===== src/rtl/mem_arbiter.sv =====
// Two-requester round-robin arbiter for the shared single-port message memory.
// Bounded bursts per requester; read data returns one cycle later with a per-requester valid strobe.
module mem_arbiter #(
    parameter int ADDR_W    = 3,
    parameter int DATA_W    = 5,
    parameter int MAX_BURST = 4
) (
    input  logic              clk,
    input  logic              rst,
    input  logic              req0,
    input  logic              rw0,
    input  logic [ADDR_W-1:0] addr0,
    input  logic [DATA_W-1:0] wdata0,
    output logic              gnt0,
    output logic              rvalid0,
    input  logic              req1,
    input  logic              rw1,
    input  logic [ADDR_W-1:0] addr1,
    input  logic [DATA_W-1:0] wdata1,
    output logic              gnt1,
    output logic              rvalid1,
    output logic [DATA_W-1:0] rdata,
    output logic [ADDR_W-1:0] mem_addr,
    output logic              mem_rw,
    output logic              mem_o_en,
    output logic [DATA_W-1:0] mem_wdata,
    input  logic [DATA_W-1:0] mem_rdata
);

    localparam int CNT_W = $clog2(MAX_BURST + 1);
    localparam logic [CNT_W-1:0] MAX_CNT = CNT_W'(MAX_BURST);

    typedef enum logic {
        OWNER_0 = 1'b0,
        OWNER_1 = 1'b1
    } owner_t;

    owner_t           r_last;
    owner_t           w_last_nxt;
    owner_t           w_owner;
    logic [CNT_W-1:0] r_cnt;
    logic [CNT_W-1:0] w_cnt_nxt;
    logic [1:0]       r_rd_pend;
    logic [1:0]       w_rd_pend_nxt;
    logic             w_burst_open;
    logic             w_gnt0;
    logic             w_gnt1;

    always_ff @(posedge clk or posedge rst) begin
        if (rst) begin
            r_last    <= OWNER_0;
            r_cnt     <= '0;
            r_rd_pend <= '0;
        end else begin
            r_last    <= w_last_nxt;
            r_cnt     <= w_cnt_nxt;
            r_rd_pend <= w_rd_pend_nxt;
        end
    end

    // Grants are gated by rst so the memory goes idle the instant reset asserts.
    always_comb begin
        w_burst_open = (r_cnt < MAX_CNT);
        w_gnt0       = 1'b0;
        w_gnt1       = 1'b0;
        if (!rst) begin
            if (r_last == OWNER_0) begin
                if (req0 && (!req1 || w_burst_open)) w_gnt0 = 1'b1;
                else if (req1)                       w_gnt1 = 1'b1;
            end else begin
                if (req1 && (!req0 || w_burst_open)) w_gnt1 = 1'b1;
                else if (req0)                       w_gnt0 = 1'b1;
            end
        end
    end

    always_comb begin
        w_owner    = w_gnt1 ? OWNER_1 : OWNER_0;
        w_last_nxt = r_last;
        w_cnt_nxt  = '0;
        if (w_gnt0 || w_gnt1) begin
            if (w_owner == r_last) begin
                w_cnt_nxt = (r_cnt == MAX_CNT) ? r_cnt : r_cnt + 1'b1;
            end else begin
                w_last_nxt = w_owner;
                w_cnt_nxt  = CNT_W'(1);
            end
        end
        w_rd_pend_nxt = {w_gnt1 & ~rw1, w_gnt0 & ~rw0};
    end

    always_comb begin
        mem_addr  = '0;
        mem_rw    = 1'b0;
        mem_o_en  = 1'b0;
        mem_wdata = '0;
        if (w_gnt0) begin
            mem_addr  = addr0;
            mem_rw    = rw0;
            mem_o_en  = ~rw0;
            mem_wdata = wdata0;
        end else if (w_gnt1) begin
            mem_addr  = addr1;
            mem_rw    = rw1;
            mem_o_en  = ~rw1;
            mem_wdata = wdata1;
        end
    end

    assign gnt0    = w_gnt0;
    assign gnt1    = w_gnt1;
    assign rvalid0 = r_rd_pend[0];
    assign rvalid1 = r_rd_pend[1];
    assign rdata   = (|r_rd_pend) ? mem_rdata : '0;

endmodule

===== config.mk =====
export PLATFORM = sky130hd
export DESIGN_NAME = mem_arbiter
export DESIGN_NICKNAME = d
export VERILOG_FILES = /design/src/rtl/mem_arbiter.sv
export SDC_FILE = /design/constraint.sdc
export NUM_CORES = 1
export LEC_CHECK = 0
export CAP_MARGIN = 20
export CORE_MARGIN = 3
export CORE_UTILIZATION = 32
export DETAILED_ROUTE_END_ITERATION = 6
export PLACE_DENSITY = 0.78
export SLEW_MARGIN = 20
export SYNTH_ARGS = -nofsm -noshare
export SYNTH_HDL_FRONTEND = slang
export SYNTH_SLANG_ARGS = --single-unit

===== constraint.sdc =====
create_clock -name clk -period 1.5 [get_ports clk]
set_input_delay 0.225 -clock clk [delete_from_list [all_inputs] [get_ports clk]]
set_output_delay 0.225 -clock clk [all_outputs]
set_load 0.05 [all_outputs]

Figure 1. Congestion heat map (run 1).
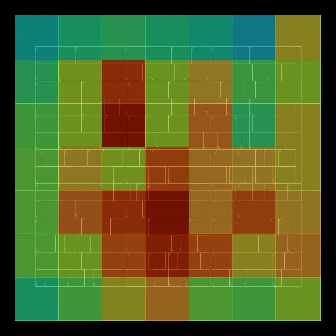
met3 Track Usage GR: 4.29%
Tot GR Track Use: 21.7%
layer with the highest usage: met2
fin util: 92.3%
global-route met1 utilization: 23.1%

Figure 2. M2 wires (run 1).
Cells faint in the background.
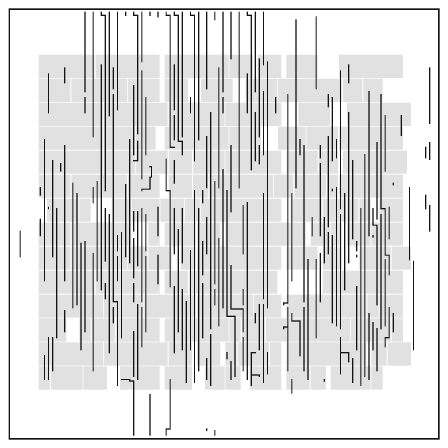
main direction: vertical
longest straight run: 27.9 um
routed wire length: 2800 um
Via Count: 764
met2 Use GR: 40.8%

==> impl_metrics.ini, run 1 <==
; implementation run metrics
[synth]
synth_flop_count = 6
synthCells = 67
ys_sh_xor_pct = 4.54
synth-compound-area-share_pct = 26.6
yosysUniqueCellTypes = 26
synth_area_um2 = 579
avgSynthCellArea_um2 = 8.65
mux_area_share_pct = 1.73
yosys.area.top_type = dfrtp_1

[final_layout]
fin_area_um2 = 1490
n_fill_cell = 55
layout-drive-gt1-share_pct = 46.8
final_cell_mix = clkdlybuf4s50_1, buf_12, buf_4, a22o_4, nand2_1
diodes = 0
nets = 157

[final_timing]
skew_ns = 0.00993
setup_viol = 14
fin_crit_ns = 1.85
hold_viol = 0
rsz0062_at_grt = true
setup_ws_ns = -0.346
drv_slew = 0

[placed_design]
io_buffers = 45
dpl.hpwl_um = 1810

[die]
die_x_um = 48.5
fp_util_pct = 35.9
die_h_um = 48.5
ios = 46
chipArea_um2 = 2360

[pwr]
p_per_area_nw_per_um2 = 639
finalPower_mw = 0.951
ir_worst_vdd_v = 0.000511

[setup_path]
worstPathCellList = xnor2_4 -> a21boi_4 -> clkbuf_16 -> a22o_4 -> buf_12
path_max_fanout = 5
crit_path_top_delay_cell = dfrtp_2
cp-start-kind = flip-flop
path_delay_family = flip-flops
crit_type = flip-flop to output port

[flow_run]
warnings = 30

[routing]
drt_first_pass_iters = 4
ant_nets = 0
post_drt_wl_per_cell_um = 18.7
routed_via_density = 5.09
drc_errors = 0

[worst_hold_path]
hold_path_class = input port to async pin

[status]
status = finished, violations left
failed_checks = negative setup slack

[clock_network]
cts.path.max_buffers = 2
clk_latency_ns = 0.26

[grt]
gr-total-overflow = 0
Figure 3. Register map, names as in the netlist (run 1).
Other sequential cells in the stronger gray, the rest of the logic in the fainter gray.
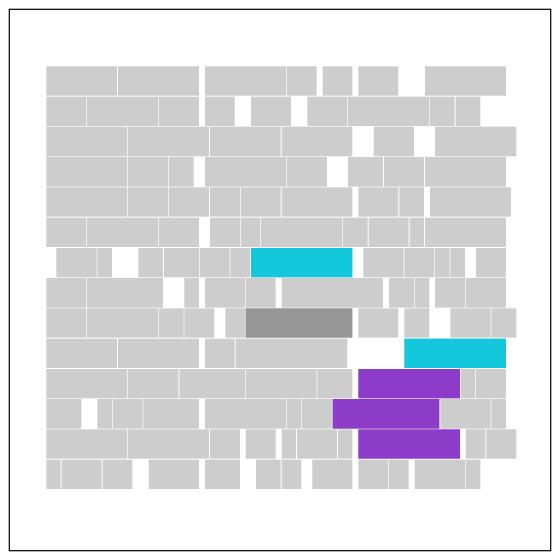
[cyan] r_rd_pend | flops: 2
[purple] r_cnt | flops: 3
register area: 153 um^2
sequential cell power: 0.193 mW
Seq/total area: 10.3%

Figure 4. M3 wires (run 1).
The bar under the picture is 10 um long.
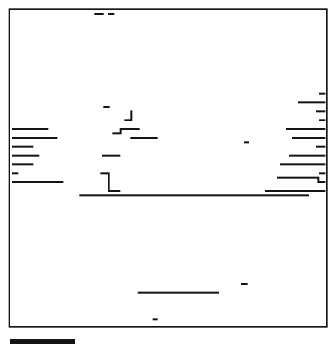
main direction: horizontal
share of all routed wire: 5.3%

-- run 1: worst register-to-register path: cells and delay by family, from the launching register on --
kind | cells | cell delay (ns)
flip-flops | 1 | 0.46
AND-OR/OR-AND | 2 | 0.45
buffers and inverters | 3 | 0.43
multiplexers | 1 | 0.11
-- run 1: power by group --
part	total, mW	leakage [nW]	internal (mW)	switching (mW)
sequential	0.193	0.0766	0.175	0.0187
combinational	0.599	0.574	0.322	0.276
clock	0.158	0.0138	0.0911	0.0673
-- run 1: final cells by class --
| type | instances | area [um^2] | area share (%) |
|---|---|---|---|
| Sequential cell | 6 | 153 | 10.3 |
| Multi-Input combinational cell | 50 | 477 | 32.0 |
| Timing Repair Buffer | 62 | 787 | 52.9 |
| Clock buffer | 3 | 22.5 | 1.51 |
| Inverter | 5 | 18.8 | 1.26 |
| Tap cell | 24 | 30.0 | 2.02 |
-- run 1: layer usage --
metal	GRT usage (%)	wire length, um	vias to the layer above
li1	-	-	349
met1	23.1	1030	370
met2	40.8	1510	35
met3	4.29	147	10
met4	9.95	110	0
met5	0	0	-
-- run 1: sequential cells by signal, indices dropped and copies added (netlist names) --
signal and cells:
r_last 1, r_rd_pend 2, r_cnt 3
-- run 1: what timing repair did --
action                     in CTS  in global routing
hold buffers                    0                  0
buffers inserted                3                  3
cloned                          0                  1
gates resized                   4                  7
setup endpoints to repair      12                 16
pin swaps                       1                  9
-- run 1: cell families (layout without fill, tap and decap cells) --
| logic type | after synthesis | in the layout |
|---|---|---|
| AOI/OAI and AO/OA | 19 | 19 |
| xor gates and xnor gates | 3 | 3 |
| adders and majority gates | 2 | 2 |
| buffers and inverters | 11 | 70 |
| DFF | 6 | 6 |
| muxes | 1 | 1 |
| and+or+nand+nor | 25 | 25 |
-- run 1: stage by stage --
| step | util (%) | hold slack (ns) | instances |
|---|---|---|---|
| after floorplan | - | 0.0160 | 67 |
| after global placement | 83.2 | 0.543 | 140 |
| after detailed placement | 83.2 | 0.575 | 140 |
| after CTS | 87.0 | 0.267 | 146 |
| after global routing | 92.3 | 0.297 | 150 |
| final | 92.3 | 0.276 | 150 |
-- run 1: Yosys cell counts --
master    n
a31o_2    1
inv_1     5
a21oi_1   4
a21oi_2   1
nor2b_4   1
nor3_2    1
buf_4     2
xnor2_1   2
mux2i_1   1
nor2_1    4
a311o_1   1
a21boi_2  1
a22o_1    9
a211oi_1  1
ha_1      2
nor2b_1   5
a311oi_1  1
buf_6     3
nand2b_1  3
xor2_1    1
nand3b_1  1
buf_2     1
dfrtp_1   6
nand2_1   6
and2_1    2
nand3_1   2
-- run 1: path summary, 6_finish.rpt --
kind | from | to | slack, ns | depth (start not counted)
hold / removal | rst | r_rd_pend[1]$_DFF_PP0_ | 0.28 | 3
setup reg to reg | r_last$_DFFE_PP0P_ | r_cnt[1]$_DFFE_PP0P_ | -0.04 | 6
max in group asynchronous | rst | r_cnt[2]$_DFFE_PP0P_ | 1.01 | 3
setup / recovery | r_last$_DFFE_PP0P_ | mem_wdata[3] | -0.35 | 5
min in group clk | req1 | r_cnt[0]$_DFFE_PP0P_ | 0.49 | 4
hold reg to reg | r_cnt[1]$_DFFE_PP0P_ | r_cnt[1]$_DFFE_PP0P_ | 0.58 | 2
==> run 2: changes to the inputs <==
Settings changed: CTS_BUF_LIST from default to sky130_fd_sc_hd__clkbuf_4 sky130_fd_sc_hd__clkbuf_8 sky130_fd_sc_hd__clkbuf_16, SETUP_SLACK_MARGIN from default to 0.15.
==> run 2 against run 1 <==
Effect of this change: the run now fails in global routing; synthesized cell count is the same; synthesized area did not move.
==> impl_metrics.ini, run 2 <==
; yosys + openroad results
[placed_design]
dpl.hpwl_um = 1790
gp_congestion = 0.698
io_buffers = 45
dp_slack_ns = -0.325

[status]
status = aborted with a tool error
lastStage = global routing
first-error = [ERROR DPL-0038] Utilization greater than 100%, impossible to legalize

[synth]
edf_count = 0
synth_top_cell_by_count = a22o_1
synth_area_um2 = 579
syn_nets = 96
yosys.stat.seqShare_pct = 25.9
async_flop_share_pct = 100
ys_warn_count = 0
yosys-top-cells-area = dfrtp_1, a22o_1, buf_6, nor2b_1, ha_1
avgSynthCellArea_um2 = 8.65
ys_chip_area_um2 = 579
ff_type = dfrtp_1
yosysTopAreaCellShare_pct = 25.9
synthCells = 67
top_cells_by_count = a22o_1, dfrtp_1, nand2_1
synth_flop_count = 6
ys_cells = 67
yosys.area.top_type = dfrtp_1
yosysUniqueCellTypes = 26

[clock_network]
cts_made_buffers = 3
cts.path.max_buffers = 2
htree_levels = 1
numClockSinks = 6
root_buffer = clkbuf_4
cts_hold_buf = 0

[grt]
grt_max_degree = 12

[final_timing]
worst_endpoint_kind = primary output
crit_endpoint = mem_wdata[0]

[die]
die_h_um = 48.5
ios = 46
fp-row-count = 14
die_x_um = 48.5
fp_util_pct = 35.9
[run 2: cell counts after synthesis]
No cell type changed its count.
[run 2: kinds of logic after synthesis]
family	after synthesis	share of synthesized area (%)
flip-flops	6	25.9
AND/OR/NAND/NOR	25	24.4
AND-OR/OR-AND	19	26.6
multiplexers	1	1.73
XOR/XNOR	3	4.54
adder cells (fa/ha/maj)	2	4.32
buffers and inverters	11	12.5
[run 2: metrics by stage]
step	util [%]	area, um^2	cells	setup TNS (ns)
4_1_cts	94.6	1520	151	-3.66
3_5_place_dp	87.7	1410	139	-3.32
3_3_place_gp	87.7	1410	139	-3.04
2_1_floorplan	-	708	67	0
[run 2: repair_timing]
| action | in CTS |
|---|---|
| setup buffers | 8 |
| hold endpoints to repair | 0 |
| resized | 8 |
| setup endpoints to repair | 20 |
| pin swaps | 4 |
==> run 3: changes to the inputs <==
Settings changed: CORE_AREA from default to 3 3 64 66, CORE_MARGIN 3 to default, CORE_UTILIZATION 32 to default, CTS_BUF_LIST sky130_fd_sc_hd__clkbuf_4 sky130_fd_sc_hd__clkbuf_8 sky130_fd_sc_hd__clkbuf_16 to default, DIE_AREA from default to 0 0 67 69, PLACE_DENSITY 0.78 to default, PLACE_DENSITY_LB_ADDON from default to 0.15, SETUP_SLACK_MARGIN 0.15 to default.
Figure 5. Congestion heat map (run 3).
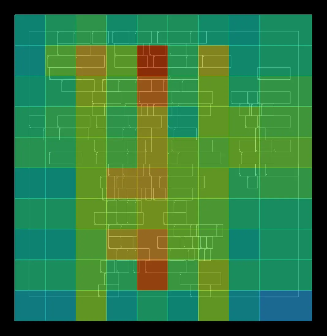
met3 Track Usage GR: 1.30%
fin util: 40.7%

Figure 6. M2 wires (run 3).
Cells faint in the background.
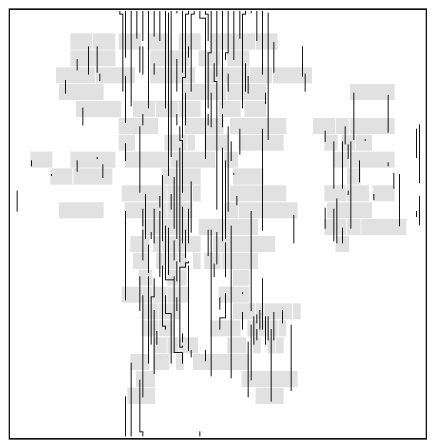
main direction: vertical
longest straight run: 26.2 um
nets with wire on the layer: 134
Via Count: 681
routed wire length: 2000 um
met2 Use GR: 15.6%

==> run 3 against run 2 <==
Effect of this change: synthesized area unchanged; synthesized cell count unchanged; the flow now finishes with violations (negative setup slack).
==> impl_metrics.ini, run 3 <==
; implementation run metrics
[routing]
routed_via_density = 4.03
drt_iter0_drc = 3
drt_first_pass_iters = 3

[setup_path]
cp-start-kind = flip-flop
r2r_setup_slack_ns = 0.14
critPathBufInv = 2

[clock_network]
cts.path.max_buffers = 2
cts_made_buffers = 3
cts_hold_buf = 0
root_buffer = clkbuf_8
clk_latency_ns = 0.22
htree_levels = 1
numClockSinks = 6

[die]
ios = 46
fp_util_pct = 15.9
die_x_um = 67
fp-row-count = 22
die_h_um = 69

[synth]
edf_count = 0
synth_top_cell_by_count = a22o_1
syn_nets = 96
ys_sh_adder_pct = 4.32
ff_type = dfrtp_1
ys_cells = 67
yosys-top-cells-area = dfrtp_1, a22o_1, buf_6, nor2b_1, ha_1
synthCells = 67
yosysUniqueCellTypes = 26
ys_sh_xor_pct = 4.54
ys_warn_count = 0
ys_chip_area_um2 = 579
yosys.area.top_type = dfrtp_1
yosysTopAreaCellShare_pct = 25.9
synth-compound-area-share_pct = 26.6
avgSynthCellArea_um2 = 8.65
yosys.stat.seqShare_pct = 25.9
top_cells_by_count = a22o_1, dfrtp_1, nand2_1
synth_area_um2 = 579
mux_area_share_pct = 1.73
simple_gate_area_share_pct = 24.4
synth.logic.top_family = AND-OR/OR-AND gates
async_flop_share_pct = 100
synth_flop_count = 6

[placed_design]
dpl.cell_count = 163
dp_slack_ns = -0.331
gp_congestion = 0.700
dpl.hpwl_um = 1690
dpl-instance-area_um2 = 1350
io_buffers = 45

[status]
failed_checks = negative setup slack
status = finished, violations left

[final_timing]
setup_viol = 12
setup_ws_ns = -0.254

[grt]
antenna_found_initial = 0
-- run 3: cell counts after synthesis --
Identical to the previous run, type by type.
-- run 3: final cells by class --
cell class | instances | area, um^2 | share of cell area (%)
inverter | 5 | 18.8 | 1.27
tap | 48 | 60.1 | 4.06
clock buffer | 3 | 41.3 | 2.79
multi-input combinational | 50 | 477 | 32.2
timing repair buffer | 57 | 729 | 49.3
sequential | 6 | 153 | 10.3
-- run 3: power groups by stage --
stage	Combinational (mW)	Sequential [mW]	Clock, mW
CTS	0.520	0.189	0.249
global placement	0.512	0.187	0
global route	0.571	0.193	0.256
finish	0.543	0.192	0.241
detailed placement	0.514	0.188	0
floorplan	0.265	0.190	0
-- run 3: routing by layer --
metal	global-route usage [%]	vias up
li1	-	341
met1	10.2	316
met2	15.6	20
met3	1.30	4
met4	4.73	0
met5	0	-
-- run 3: timing repair --
action | 4_1_cts | 5_1_grt
setup buffers | 0 | 3
setup endpoints to repair | 12 | 14
resized | 7 | 8
pin swaps | 7 | 4
-- run 3: worst register-to-register path, stage by stage (launching register included) --
cell and delay [ns]:
dfrtp_2 0.45, buf_4 0.17, mux2i_1 0.11, a311o_1 0.35, nor3_2 0.18
-- run 3: worst max-delay path by stage --
stage                  endpoint  slack [ns]  depth (start not counted)
detailed placement  mem_addr[0]       -0.33                          6
global route        mem_addr[0]       -0.32                          5
finish                 mem_o_en       -0.25                          5
floorplan              rdata[0]       -0.23                          2
CTS                 mem_addr[2]       -0.29                          6
global placement    mem_addr[0]       -0.32                          6
-- run 3: kinds of logic after synthesis --
kind of cell    Yosys count
mux                       1
compound gates           19
fa+ha+maj                 2
xor+xnor                  3
buf+inv                  11
flops                     6
simple gates             25
==> run 4: changes to the inputs <==
Settings changed: SLEW_MARGIN 20 to 40.
Figure 7. Logic cells by family (run 4).
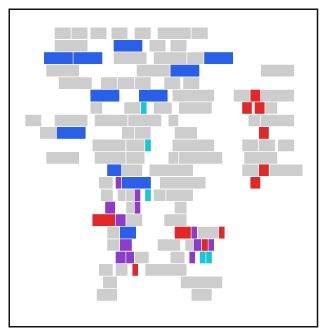
[blue] AND-OR and OR-AND gates | cells: 11 | most used: a22o_4
[red] NOR gates | cells: 11 | most used: nor2b_1
[purple] NAND gates | cells: 12 | most used: nand2_1 | where: bottom center
[cyan] inverters | cells: 5 | most used: inv_1
logic share of the area: 32.2%
non-filler cells in the finished layout: 169
most frequent logic cell in the layout: clkdlybuf4s50_1

==> run 4 against run 3 <==
Effect of this change: the flow still finishes with violations (negative setup slack); sequential power barely moved; combinational power about the same; worst setup slack is the same; non-clock buffer count unchanged; critical path depth unchanged; cell count unchanged; worst hold slack stayed put; first-iteration DRC count is the same; register-to-register slack about the same; synthesized area unchanged; routed wire length unchanged; utilization unchanged.
==> impl_metrics.ini, run 4 <==
; implementation run metrics
[synth]
ys_warn_count = 0
ff_type = dfrtp_1
synthCells = 67
synth_area_um2 = 579
top_cells_by_count = a22o_1, dfrtp_1, nand2_1
ys_cells = 67
syn_nets = 96
avgSynthCellArea_um2 = 8.65
synth_flop_count = 6
yosys-top-cells-area = dfrtp_1, a22o_1, buf_6, nor2b_1, ha_1
synth_top_cell_by_count = a22o_1
yosysUniqueCellTypes = 26
edf_count = 0
async_flop_share_pct = 100
yosys.area.top_type = dfrtp_1
yosys.stat.seqShare_pct = 25.9
ys_chip_area_um2 = 579
yosysTopAreaCellShare_pct = 25.9

[placed_design]
gp_congestion = 0.700
io_buffers = 45
dpl.hpwl_um = 1690

[status]
failed_checks = negative setup slack
status = finished, violations left

[routing]
drt_iter0_drc = 3
routed_via_density = 4.03
vias = 681
routed_wl_um = 2000
drt_first_pass_iters = 3
drc_errors = 0

[pwr]
switching_share_pct = 34.4

[grt]
grt-busiest-layer = met2
antenna_found_initial = 0
grt_max_degree = 12
grt_use_met1_pct = 10.2
grtUsageMet2_pct = 15.6
use_met3_pct = 1.30

[die]
die_x_um = 67
fp-row-count = 22
fp_util_pct = 15.9
ios = 46
die_h_um = 69

[final_timing]
setup_viol = 12
max-slew-margin-rel_pct = 82.6
finalSetupTns_ns = -2.78
setup_ws_ns = -0.254
hold_viol = 0

[setup_path]
critPathBufInv = 2
cp-start-kind = flip-flop
crit_top_cell = buf_12

[clock_network]
cts_made_buffers = 3
numClockSinks = 6
cts.path.max_buffers = 2
clk_latency_ns = 0.22
htree_levels = 1
root_buffer = clkbuf_8
cts_hold_buf = 0

[final_layout]
layout-drive-gt1-share_pct = 44.6
finalCoreUtilization_pct = 40.7
nets = 152
Figure 8. M2 wires (run 4).
Cells faint in the background.
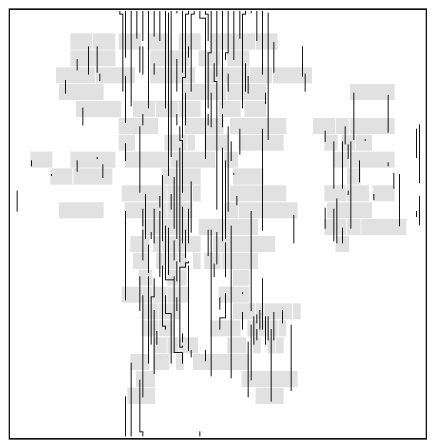
longest straight run: 26.2 um
wire length on this layer: 1110 um
nets with wire on the layer: 134
main direction: vertical

==> run 4: final timing paths <==
path	startpoint	cells past startpoint	slack, ns	end
worst max register to register	r_last$_DFFE_PP0P_	4	0.14	r_cnt[2]$_DFFE_PP0P_
worst min register to register	r_cnt[1]$_DFFE_PP0P_	2	0.57	r_cnt[1]$_DFFE_PP0P_
min in group clk	req1	4	0.50	r_cnt[0]$_DFFE_PP0P_
max in group asynchronous	rst	3	1.01	r_cnt[2]$_DFFE_PP0P_
worst max-delay path	r_cnt[2]$_DFFE_PP0P_	5	-0.25	mem_o_en
worst min-delay path	rst	3	0.27	r_cnt[0]$_DFFE_PP0P_
==> run 4: routing by layer <==
layer  part of all wire [%]  up-vias
met5                      0        -
met4                    1.9        0
met3                    5.3        4
met2                     56       20
met1                     37      316
li1                       -      341
==> run 4: power groups by stage <==
| stage | clock, mW | sequential, mW | combinational (mW) |
|---|---|---|---|
| final | 0.241 | 0.192 | 0.543 |
| after global routing | 0.256 | 0.193 | 0.571 |
| after CTS | 0.249 | 0.189 | 0.520 |
| after detailed placement | 0 | 0.188 | 0.514 |
| after global placement | 0 | 0.187 | 0.512 |
| after floorplan | 0 | 0.190 | 0.265 |
==> run 4: through the flow <==
stage / setup WS (ns) / cell area (um^2) / instances
3_3_place_gp: -0.322 / 1350 / 163
6_report: -0.254 / 1480 / 169
2_1_floorplan: -0.232 / 653 / 67
3_5_place_dp: -0.331 / 1350 / 163
4_1_cts: -0.288 / 1410 / 166
5_1_grt: -0.319 / 1480 / 169
==> run 4: final cells by class <==
| cell class | count | area [um^2] | share of cell area (%) |
|---|---|---|---|
| inverter | 5 | 18.8 | 1.27 |
| tap | 48 | 60.1 | 4.06 |
| multi-input combinational | 50 | 477 | 32.2 |
| timing repair buffer | 57 | 729 | 49.3 |
| sequential | 6 | 153 | 10.3 |
| clock buffer | 3 | 41.3 | 2.79 |
==> run 4: worst register-to-register path, cell delays in order, from the launching register on <==
cell	delay [ns]
dfrtp_2	0.45
buf_4	0.17
mux2i_1	0.11
a311o_1	0.35
nor3_2	0.18
==> run 4: kinds of logic (layout without fill, tap and decap cells) <==
logic type / after synthesis / after routing / share of synthesized area (%)
adder cells (fa/ha/maj): 2 / 2 / 4.32
flip-flops: 6 / 6 / 25.9
buffers and inverters: 11 / 65 / 12.5
AND-OR/OR-AND: 19 / 19 / 26.6
multiplexers: 1 / 1 / 1.73
AND/OR/NAND/NOR: 25 / 25 / 24.4
XOR/XNOR: 3 / 3 / 4.54
==> run 4: timing repair <==
action                                  CTS  global route
endpoints found under the hold margin     0             0
gates resized                             7             8
buffers inserted                          0             3
cloned                                    0             0
pin swaps                                 7             4
endpoints found under the setup margin   12            14
Power figures rest on the tool's default switching activity, not on a simulated workload.
